Figure 1. Placed cells, one color a class.
Bar = 20 µm.
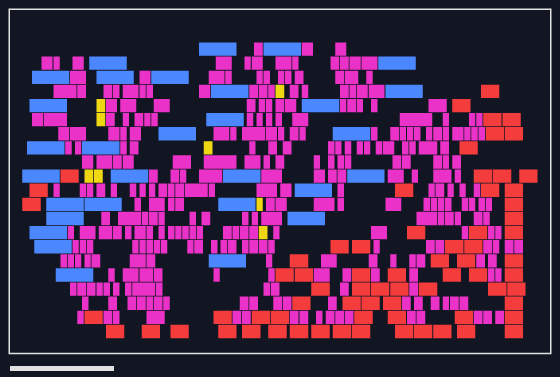
Figure 2. Wiring by layer.
Bar = 20 µm. Only two layers are drawn.
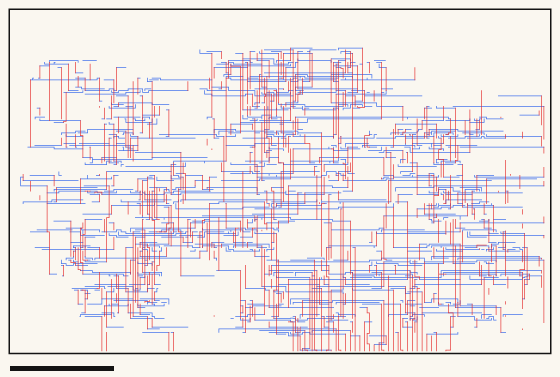
Figure 3. Clock wires, drivers and flops.
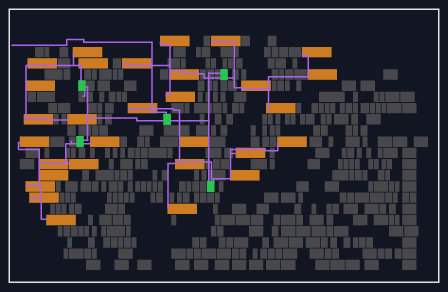
==> config.mk <==
export PLATFORM = sky130hd
export DESIGN_NAME = bus_arbiter_flat
export DESIGN_NICKNAME = d
export VERILOG_FILES = /design/src/rtl/bus_arbiter_if.sv /design/src/rtl/bus_arbiter.sv /design/src/flat_wrapper.sv
export SDC_FILE = /design/constraint.sdc
export NUM_CORES = 1
export LEC_CHECK = 0
export ABC_AREA = 1
export CAP_MARGIN = 10
export CORE_AREA = 2 2 102 64
export CTS_BUF_LIST = sky130_fd_sc_hd__clkbuf_2
export DETAILED_ROUTE_END_ITERATION = 12
export DIE_AREA = 0 0 104 66
export PLACE_DENSITY_LB_ADDON = 0.2
export SLEW_MARGIN = 20
export SYNTH_ARGS = -nofsm -noshare
export SYNTH_HDL_FRONTEND = slang
export SYNTH_SLANG_ARGS = --single-unit
==> constraint.sdc <==
create_clock -name clk -period 5 [get_ports clk]
set_input_delay 0.5 -clock clk [delete_from_list [all_inputs] [get_ports clk]]
set_output_delay 0.5 -clock clk [all_outputs]
set_load 0.01 [all_outputs]
==> metrics.csv <==
metric,value,unit
Post-synth top cells,"65 x nand2_1, 43 x nor2_1, 40 x inv_1",
Clock Path Buffers,2,
"area leader, netlist",dfxtp_1,
PortBufs,71,
NonClk Buf Share,0.2275,
Max stage delay on crit path,0.66,ns
CTS HTree Levels,2,
Synth cell types,38,
Synth Instances,358,
DRC viols,0,
routability cong.,0.8443,
most frequent logic cell in the layout,clkdlybuf4s50_1,
pin count of the biggest net entering global routing,19,
final setup violation count,0,
max cap viols,0,
top-count cell post-synth,nand2_1,
status,"complete, no violations",
tool warnings,29,
DR vias/cell,4.877,
pwr dens,203.3,nW/µm²
# Post-CTS Setup Buffers,0,
area reported by Yosys stat,2315,µm²
CP startpoint kind,flop,
Post-DP Area,3085,µm²
met1 usage,0.3015,
Largest cell class,combinational gates,
WL met1,3478,µm
chip width,104,µm
Post-CTS Resized,0,
die span in y,66,µm
Synth flops,30,
TNS Setup,0,ns
Clock transition at path regs,0.16,ns
Max Slew Vio Count,0,
VDD IR max,0.1678,mV
-- Figure 1 (at the start) --
- red: remaining buffers and delay cells (cells 71; share of their area 24%)
- magenta: remaining logic cells (cells 320; share of their area 55%)
- blue: registers (cells 30; share of their area 20%)
- yellow: clock drivers and dummy loads (cells 8; share of their area 1.3%)
Core ar.: 5946 µm²
fin area: 3124 µm²
Seq area share: 0.1922

-- Figure 2 (at the start) --
- red: M2 (wire length 2360 µm)
- blue: M1 (wire length 3480 µm)
wire per inst: 12.25 µm
WL final: 6284 µm
GR Util All Layers: 0.1987
via count: 2502

-- Figure 3 (at the start) --
- purple: clock wires (length 414 µm)
- green: clock-net drivers (count 5)
- orange: flip-flops (count 30)
- routed clock nets: 6
Clock Power: 0.118 mW
clk_skew: 0.03550 ns
clk_lat worst skew: 0.38 ns

## metrics by stage
step | utilization | power, mW | cells | setup slack (ns) | hold slack [ns]
after floorplan | - | 0.4197 | 358 | 2.785 | 0.4390
after global placement | 0.5189 | 0.5179 | 505 | 1.809 | 0.4550
after detailed placement | 0.5189 | 0.5208 | 505 | 1.757 | 0.4557
after CTS | 0.5255 | 0.6412 | 513 | 1.430 | 0.4898
after global routing | 0.5255 | 0.6853 | 513 | 1.077 | 0.5301
final | 0.5255 | 0.6352 | 513 | 1.436 | 0.4832
## power by group
| part | switching [mW] | total, mW | internal (mW) |
|---|---|---|---|
| Clock | 0.0837 | 0.118 | 0.0344 |
| Sequential | 0.0161 | 0.265 | 0.249 |
| Combinational | 0.138 | 0.252 | 0.114 |
No activity file was given, so power comes from the tool's default toggle rates.
